Design io_bridge_param, sky130hd; sources not shown.
Fig. 1: signal wires on met2
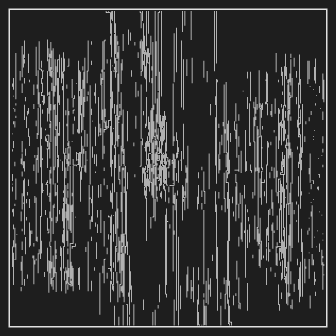
The layer holds 49% of the routed length. The wires run mostly vertical.
GR Layer Usage met2: 29.1%
final wirelength: 15300 um

Fig. 2: congestion heat map
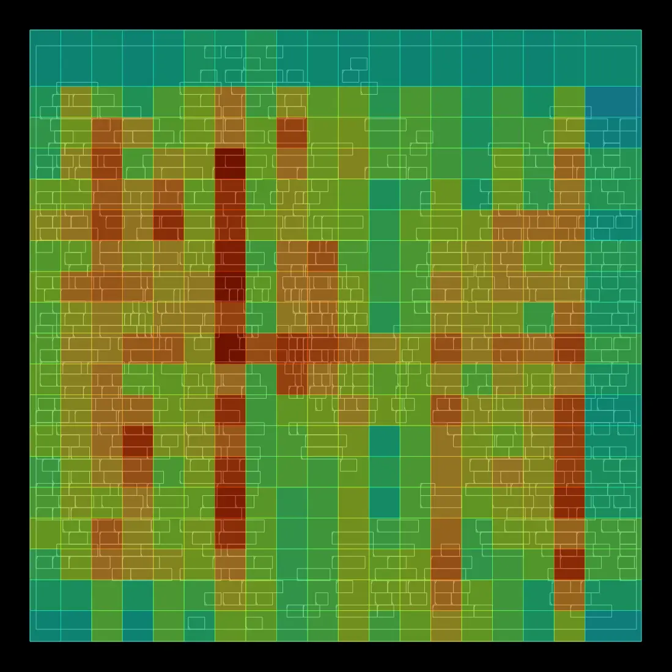
GRT Max-Usage Layer: met2
Routed wire per std cell: 18.5 um
met1 usage: 20.9%
Final Core Density: 51.1%
total track usage: 17.4%

Fig. 3: metal 1
Scale bar: 50 um.
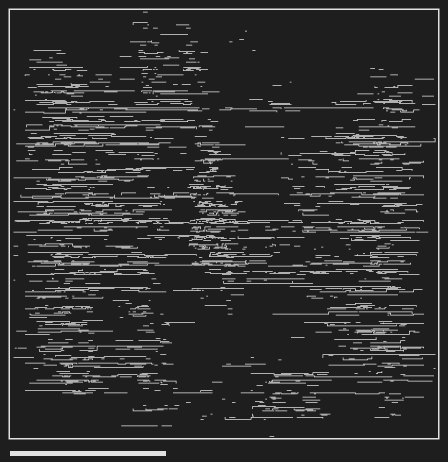
The wires run mostly horizontal. The layer holds 42% of the routed length.
vias: 4104

Fig. 4: local utilization
Scale bar: 50 um. 14 x 14 tiles, from black (low) to pale yellow (high), 0 to 100% covered.
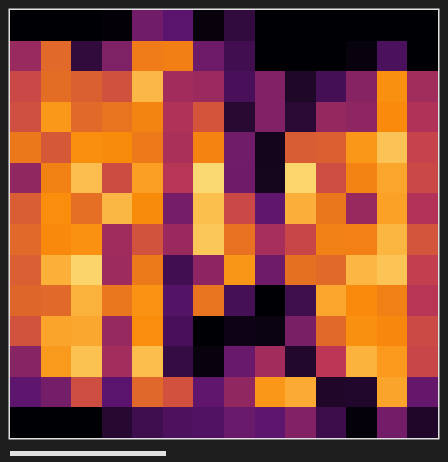
20% of the tiles are over 75% full. 10% of the tiles are nearly empty. The fullest tile reaches 92%.
fp util: 36.3%
Core ar.: 17500 um2

==> deck_impl_summary.md <==
Implementation Results

Run status
  • Status: finished clean

Synthesis
  • Area reported by Yosys stat: 6360 um2
  • Post-Synthesis Cells: 408
  • Adder Area Share: 0.787%
  • Syn avg cell area: 15.6 um2
  • Top cell type by total area after synthesis: dfrtp_1
  • Largest cells by area: dfrtp_1 (61%), mux2_2 (18%), mux4_2 (5.7%)
  • Synthesis-stage register bit count: 154
  • Ys async rst share: 100%
  • Comb area leader: multiplexers
  • XOR/XNOR Area Share: 0%
  • Syn_nets: 489
  • Most common cell in the netlist: dfrtp_1
  • Mux area share: 28.8%
  • Seq share, synth: 60.6%
  • Synth cell types: 41
  • Share of Yosys cell area claimed by the top area cell type: 60.6%

Critical path
  • Crit path max fanout: 2
  • Reg2reg setup slack: 2630 ps
  • Slowest CP cell: clkdlybuf4s50_1
  • Register-to-Register Path Depth: 6
  • Crit. End Element: primary output
  • Crit path DAT: 1340 ps

Power and ir drop
  • Top power group: combinational cells
  • Combinational gate power: 2.25 mW
  • Pint: 4.17 mW
  • Sw frac: 29.7%
  • Total power: 5.93 mW

Floorplan
  • Ports: 159
  • FP Rows: 48
  • N_taps: 225

Drt
  • DRT iter0 DRCs: 151
  • Met2 WL: 7430 um
  • WL met1: 6380 um
  • Post-route ant nets: 0
  • Metal3 WL: 1270 um
  • Pre-Repair DR Iteration Count: 5

Clock tree
  • Clock sink count: 154
  • Num CTS Buffers: 17
  • CTS root buf: clkbuf_16
  • Reg clk slew, reported paths: 60 ps
  • CTS tree: yes

Timing
  • Fmax: 0.438 GHz
  • Unrepaired setup endpoints after global routing: no
  • Final TNS setup: 0 ps
  • Crit share post-route: 48.6%
  • Final hold vios: 0

Placed design
  • Place WS: 2390 ps
  • Dpl cells: 795
  • Dpl hpwl: 11300 um

GRT
  • Grt met3 use: 5.93%
  • Largest net degree at the start of global routing: 37
  • Initial antenna violation count: 0

Finish
  • MI comb area: 2310 um2
  • Clk cell area share: 7.20%
  • Clock buffer count: 19
  • Number of non-clock inverters: 6
  • Sequential cell area: 3850 um2

Min path
  • Worst hold path stage count: 0
  • Min-delay worst type: register to register

Job
  • Tool warning count: 29
No activity file was given, so power comes from the tool's default toggle rates.
